Figure 1. Wiring by layer.
Drawn at 8 px/um.
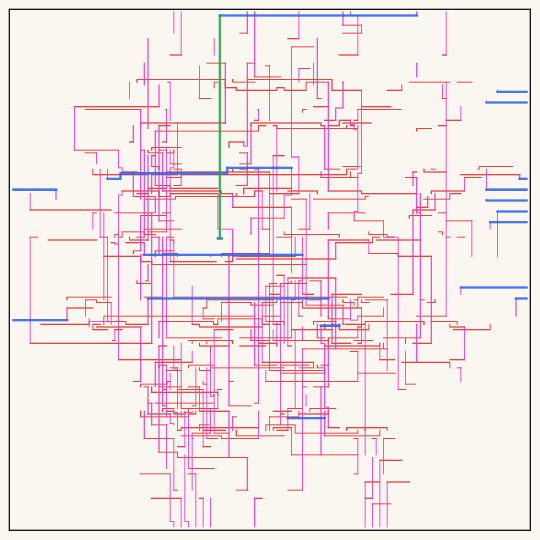
Figure 2. Sequential cells grouped by signal name.
Drawn at 8 px/um. Other sequential cells in the stronger gray, the rest of the logic in the fainter gray.
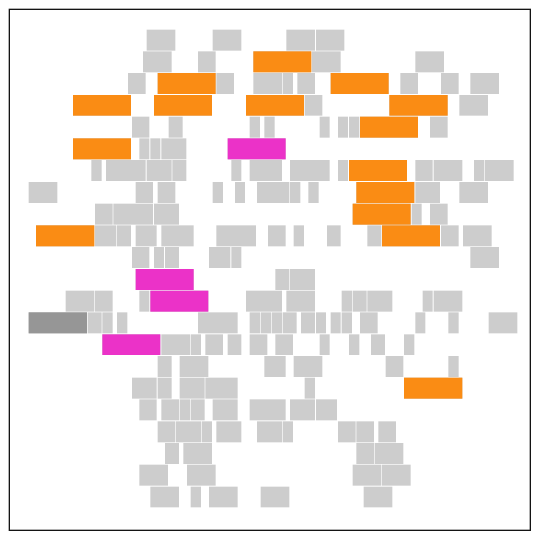
Figure 3. Clock routing.
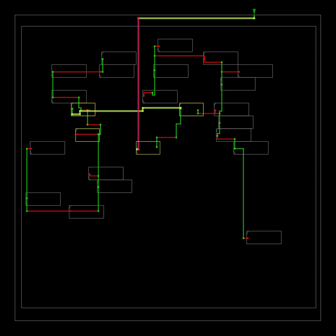
Figure 4. Power grid.
Drawn at 6 px/um. Pins as bars on the die edge. Tap cells in gray.
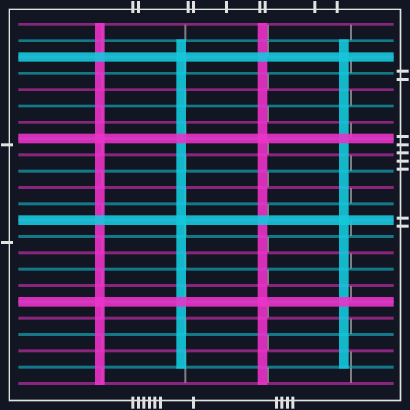
Figure 5. Cell density map.
Drawn at 6 px/um. The die is cut into 6 by 6 equal tiles; white is low, dark blue is high, 0 to 100% covered.
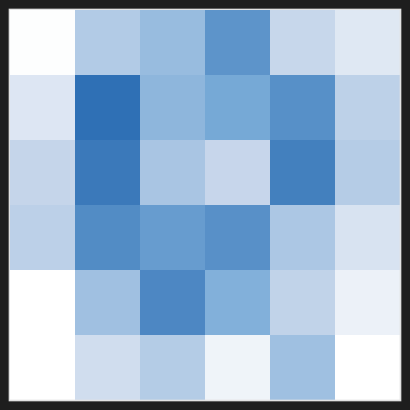
[config.mk]
export PLATFORM = sky130hd
export DESIGN_NAME = multicycle_controller
export DESIGN_NICKNAME = d
export VERILOG_FILES = /design/src/rtl/mctrl_pkg.sv /design/src/rtl/mctrl_perf_counters.sv /design/src/rtl/multicycle_controller.sv
export SDC_FILE = /design/constraint.sdc
export NUM_CORES = 1
export LEC_CHECK = 0
export CAP_MARGIN = 10
export CELL_PAD_IN_SITES_DETAIL_PLACEMENT = 0
export CELL_PAD_IN_SITES_GLOBAL_PLACEMENT = 2
export CORE_MARGIN = 1
export CORE_UTILIZATION = 28
export CTS_CLUSTER_SIZE = 10
export DETAILED_ROUTE_END_ITERATION = 10
export GPL_TIMING_DRIVEN = 0
export PLACE_DENSITY = 0.83
export SLEW_MARGIN = 20
export SYNTH_ARGS = -nofsm -noshare
export SYNTH_HDL_FRONTEND = slang
export SYNTH_SLANG_ARGS = --single-unit
[constraint.sdc]
create_clock -name clk -period 4.85 [get_ports clk]
set_clock_uncertainty 0.2 [all_clocks]
set_input_delay 0.7275 -clock clk [delete_from_list [all_inputs] [get_ports clk]]
set_output_delay 0.7275 -clock clk [all_outputs]
set_load 0.02 [all_outputs]
[src/rtl/mctrl_pkg.sv]
// Shared definitions for the multi-cycle CPU controller: opcodes, FSM state
// encoding, datapath select encodings and the state-only output decode.
package mctrl_pkg;

   localparam logic [5:0] OP_RTYPE = 6'h00;
   localparam logic [5:0] OP_ADDI  = 6'h08;
   localparam logic [5:0] OP_LW    = 6'h23;
   localparam logic [5:0] OP_SW    = 6'h2B;
   localparam logic [5:0] OP_BEQ   = 6'h04;
   localparam logic [5:0] OP_J     = 6'h02;
   localparam logic [5:0] OP_HALT  = 6'h3F;

   localparam logic [1:0] ALU_ADD   = 2'd0;
   localparam logic [1:0] ALU_SUB   = 2'd1;
   localparam logic [1:0] ALU_FUNCT = 2'd2;

   localparam logic [1:0] PC_SRC_ALU    = 2'd0;
   localparam logic [1:0] PC_SRC_BRANCH = 2'd1;
   localparam logic [1:0] PC_SRC_JUMP   = 2'd2;

   localparam logic [1:0] ALUB_REG     = 2'd0;
   localparam logic [1:0] ALUB_FOUR    = 2'd1;
   localparam logic [1:0] ALUB_IMM     = 2'd2;
   localparam logic [1:0] ALUB_IMM_SH2 = 2'd3;

   typedef enum logic [3:0] {
      FETCH    = 4'd0,
      DECODE   = 4'd1,
      EXEC_R   = 4'd2,
      EXEC_I   = 4'd3,
      MEM_ADDR = 4'd4,
      MEM_RD   = 4'd5,
      MEM_WR   = 4'd6,
      WB_R     = 4'd7,
      WB_I     = 4'd8,
      WB_MEM   = 4'd9,
      BRANCH   = 4'd10,
      JUMP     = 4'd11,
      HALT     = 4'd12
   } state_t;

   typedef struct packed {
      logic       mem_req;
      logic       mem_we;
      logic       iord;
      logic       ir_write;
      logic       pc_write;
      logic [1:0] pc_src;
      logic       alu_src_a;
      logic [1:0] alu_src_b;
      logic [1:0] alu_op;
      logic       reg_write;
      logic       reg_dst;
      logic       mem_to_reg;
      logic       halted;
   } ctrl_t;

   // Outputs that depend on the state alone; ack/zero-qualified strobes are added in the top.
   function automatic ctrl_t moore_decode(state_t s);
      ctrl_t c;
      c = '0;
      case (s)
         FETCH: begin
            c.mem_req = 1'b1;
         end
         DECODE: begin
            c.alu_src_b = ALUB_IMM_SH2;
            c.alu_op    = ALU_ADD;
         end
         EXEC_R: begin
            c.alu_src_a = 1'b1;
            c.alu_src_b = ALUB_REG;
            c.alu_op    = ALU_FUNCT;
         end
         EXEC_I, MEM_ADDR: begin
            c.alu_src_a = 1'b1;
            c.alu_src_b = ALUB_IMM;
            c.alu_op    = ALU_ADD;
         end
         MEM_RD: begin
            c.mem_req = 1'b1;
            c.iord    = 1'b1;
         end
         MEM_WR: begin
            c.mem_req = 1'b1;
            c.iord    = 1'b1;
            c.mem_we  = 1'b1;
         end
         WB_R: begin
            c.reg_write = 1'b1;
            c.reg_dst   = 1'b1;
         end
         WB_I: begin
            c.reg_write = 1'b1;
         end
         WB_MEM: begin
            c.reg_write  = 1'b1;
            c.mem_to_reg = 1'b1;
         end
         BRANCH: begin
            c.alu_src_a = 1'b1;
            c.alu_src_b = ALUB_REG;
            c.alu_op    = ALU_SUB;
            c.pc_src    = PC_SRC_BRANCH;
         end
         JUMP: begin
            c.pc_src   = PC_SRC_JUMP;
            c.pc_write = 1'b1;
         end
         HALT: begin
            c.halted = 1'b1;
         end
         default: c = '0;
      endcase
      return c;
   endfunction

endpackage

[src/rtl/mctrl_perf_counters.sv]
// Free-running cycle and retired-fetch counters for the controller, present
// only in builds with MCTRL_PERF_EN defined.
module mctrl_perf_counters #(
   parameter int unsigned CNT_WIDTH = 32
) (
   input  logic                 clk,
   input  logic                 reset,
   input  logic                 cycle_en_i,
   input  logic                 instr_en_i,
   output logic [CNT_WIDTH-1:0] cycle_count_o,
   output logic [CNT_WIDTH-1:0] instr_count_o
);

   logic [CNT_WIDTH-1:0] cycle_q;
   logic [CNT_WIDTH-1:0] instr_q;

   // Both counters wrap naturally at 2^CNT_WIDTH.
   always_ff @(posedge clk) begin
      if (reset) begin
         cycle_q <= '0;
         instr_q <= '0;
      end else begin
         if (cycle_en_i) cycle_q <= cycle_q + CNT_WIDTH'(1);
         if (instr_en_i) instr_q <= instr_q + CNT_WIDTH'(1);
      end
   end

   assign cycle_count_o = cycle_q;
   assign instr_count_o = instr_q;

endmodule

[src/rtl/multicycle_controller.sv]
// Control FSM for the multi-cycle CPU datapath (fetch/decode/exec/mem/wb).
// Optional performance counters are built when MCTRL_PERF_EN is defined.
module multicycle_controller
   import mctrl_pkg::*;
#(
   parameter bit ILLEGAL_HALT = 1'b1
`ifdef MCTRL_PERF_EN
   ,
   parameter int unsigned CNT_WIDTH = 32
`endif
) (
   input  logic       clk,
   input  logic       reset,
   input  logic [5:0] opcode,
   input  logic       zero,
   input  logic       mem_ack,
   output logic       mem_req,
   output logic       mem_we,
   output logic       iord,
   output logic       ir_write,
   output logic       pc_write,
   output logic [1:0] pc_src,
   output logic       alu_src_a,
   output logic [1:0] alu_src_b,
   output logic [1:0] alu_op,
   output logic       reg_write,
   output logic       reg_dst,
   output logic       mem_to_reg,
   output logic       halted,
   output logic       illegal,
   output logic [3:0] state
`ifdef MCTRL_PERF_EN
   ,
   output logic [CNT_WIDTH-1:0] cycle_count,
   output logic [CNT_WIDTH-1:0] instr_count
`endif
);

   state_t state_q, state_d;
   ctrl_t  moore_q;
   ctrl_t  ctrl;
   logic   illegal_q, illegal_d;

   always_comb begin
      state_d   = state_q;
      illegal_d = 1'b0;
      case (state_q)
         FETCH:    if (mem_ack) state_d = DECODE;
         DECODE: begin
            case (opcode)
               OP_RTYPE:     state_d = EXEC_R;
               OP_ADDI:      state_d = EXEC_I;
               OP_LW, OP_SW: state_d = MEM_ADDR;
               OP_BEQ:       state_d = BRANCH;
               OP_J:         state_d = JUMP;
               OP_HALT:      state_d = HALT;
               default: begin
                  illegal_d = 1'b1;
                  state_d   = ILLEGAL_HALT ? HALT : FETCH;
               end
            endcase
         end
         EXEC_R:   state_d = WB_R;
         EXEC_I:   state_d = WB_I;
         MEM_ADDR: state_d = (opcode == OP_SW) ? MEM_WR : MEM_RD;
         MEM_RD:   if (mem_ack) state_d = WB_MEM;
         MEM_WR:   if (mem_ack) state_d = FETCH;
         WB_R, WB_I, WB_MEM, BRANCH, JUMP: state_d = FETCH;
         HALT: begin
            state_d   = HALT;
            illegal_d = illegal_q;
         end
         default:  state_d = FETCH;
      endcase
   end

   // State-only outputs are registered from the next state so they line up with state_q.
   always_ff @(posedge clk) begin
      if (reset) begin
         state_q   <= FETCH;
         moore_q   <= moore_decode(FETCH);
         illegal_q <= 1'b0;
      end else begin
         state_q   <= state_d;
         moore_q   <= moore_decode(state_d);
         illegal_q <= illegal_d;
      end
   end

   always_comb begin
      ctrl = moore_q;
      if (state_q == FETCH && mem_ack) begin
         ctrl.ir_write  = 1'b1;
         ctrl.pc_write  = 1'b1;
         ctrl.pc_src    = PC_SRC_ALU;
         ctrl.alu_src_a = 1'b0;
         ctrl.alu_src_b = ALUB_FOUR;
         ctrl.alu_op    = ALU_ADD;
      end
      if (state_q == BRANCH) ctrl.pc_write = zero;
      // Reset silences everything, including a request that was mid-handshake.
      if (reset) ctrl = '0;
   end

   assign mem_req    = ctrl.mem_req;
   assign mem_we     = ctrl.mem_we;
   assign iord       = ctrl.iord;
   assign ir_write   = ctrl.ir_write;
   assign pc_write   = ctrl.pc_write;
   assign pc_src     = ctrl.pc_src;
   assign alu_src_a  = ctrl.alu_src_a;
   assign alu_src_b  = ctrl.alu_src_b;
   assign alu_op     = ctrl.alu_op;
   assign reg_write  = ctrl.reg_write;
   assign reg_dst    = ctrl.reg_dst;
   assign mem_to_reg = ctrl.mem_to_reg;
   assign halted     = ctrl.halted;
   assign illegal    = illegal_q & ~reset;
   assign state      = reset ? 4'd0 : state_q;

`ifdef MCTRL_PERF_EN
   mctrl_perf_counters #(
      .CNT_WIDTH (CNT_WIDTH)
   ) u_perf (
      .clk           (clk),
      .reset         (reset),
      .cycle_en_i    (state_q != HALT),
      .instr_en_i    (ctrl.ir_write),
      .cycle_count_o (cycle_count),
      .instr_count_o (instr_count)
   );
`endif

endmodule
==> summary.txt <==
This memo summarizes the results of the implementation run.

Outcome
The run finished with clean final reports.

Final timing
The max-slew violation count is 0. The relative slew slack is about 64%.

Worst setup path
The worst setup path is captured at a primary output. The startpoint kind of the worst setup timing path is a primary input. The launch point of the critical path was reported as reset. Among all stages on the critical path, the largest delay is contributed by clkdlybuf4s50_1. Counting buffers and inverters, the worst setup path is 5 cells deep.

The cell sequence reported for the critical path is clkdlybuf4s50_1 -> clkbuf_1 -> buf_1 -> nor2_1 -> clkdlybuf4s50_1. The gate family responsible for the most delay along the worst path is buffers and inverters. The highest cell delay on the worst timing path is about 0.55 ns. The launch point of the worst register-to-register path is recorded as state_q[0].

Route
The routed metal-1 wire length is ~1200 um. The total via count in the routed design is approximately 1100. The routed design shows a wire length per standard cell of between 10 and 15 um.

The routed length on met2 is around 1200 um.

Clocking
TritonCTS built the clock tree. In this run the number of H-tree levels came out at 1.

Synthesis
Post-synth the commonest register cell is dfxtp_1. The main area contributors are dfxtp_1, nor2b_1, nor2_1. The xor/xnor share of the synthesized area is about 2.4%. The area fraction of the dominant cell type after synthesis is approximately 36%.

Pwr
The combinational logic power is roughly 220 uW. The leading power group is combinational logic. The power consumption is 531.0 uW.

Global routing
The number of antenna violations at the first check in global routing came to 0. The first-pass GRT wire length is 4533 um. Global routing put the most usage on met2.

Layout
The share of final-layout standard cells stronger than drive strength 1 is under 10%.

Job
The number of maximum-capacitance violations is 0.

Placement
Per the detailed placement report, the placed cell area equals 1460 um^2.

Min path
The worst hold path depth is 2.
Notes on Figure 1 above:
- red: metal 1 (wire length 1200 um)
- blue: metal 3 (wire length 147 um)
- green: metal 4 (wire length 27.9 um)
- magenta: metal 2 (wire length 1230 um)

Notes on Figure 2 above:
- magenta: state_q (placed flops 4)
- orange: moore_q (placed flops 15)

Notes on Figure 3 above:
clock group power: 125 uW
layout clock buffer count: 4
count of sequential standard cells: 20
later-pin clock latency in the skew report: 0.26 ns
clock sink count: 20

Notes on Figure 4 above:
- magenta: VSS
- cyan: VDD
- tap cells: 48
- met4 straps: 4
- rows: 22
- met5 straps: 4
- signal pins: 31

Notes on Figure 5 above:
- emptiest ninth of the die: bottom left
- mean over tiles: 35%
- nearly empty tiles: 11%
- fullest tile: 74%

-- sequential cells by signal, indices dropped and copies added (netlist names) --
name / count
moore_q: 15
state_q: 4
illegal_q: 1
-- layout make-up --
type | instances | area share [%]
plain buffers | 10 | 3.138
clock buffers | 4 | 3.633
inverters | 2 | 0.4955
multi-input cells | 107 | 43.19
flip-flops and latches | 20 | 26.42
well taps | 48 | 3.964
repair buffers | 29 | 19.16
-- cell families after synthesis --
kind of cell | Yosys count
AND-OR/OR-AND | 23
XOR/XNOR | 3
adder cells (fa/ha/maj) | 1
buffers and inverters | 12
flip-flops | 20
AND/OR/NAND/NOR | 80
-- worst register-to-register path: cells and delay by family, from the launching register on --
kind	cells	cell delay, ns
AOI/OAI and AO/OA	3	0.79
buffers and inverters	2	0.50
and+or+nand+nor	3	0.38
DFF	1	0.37
No activity file was given, so power comes from the tool's default toggle rates.
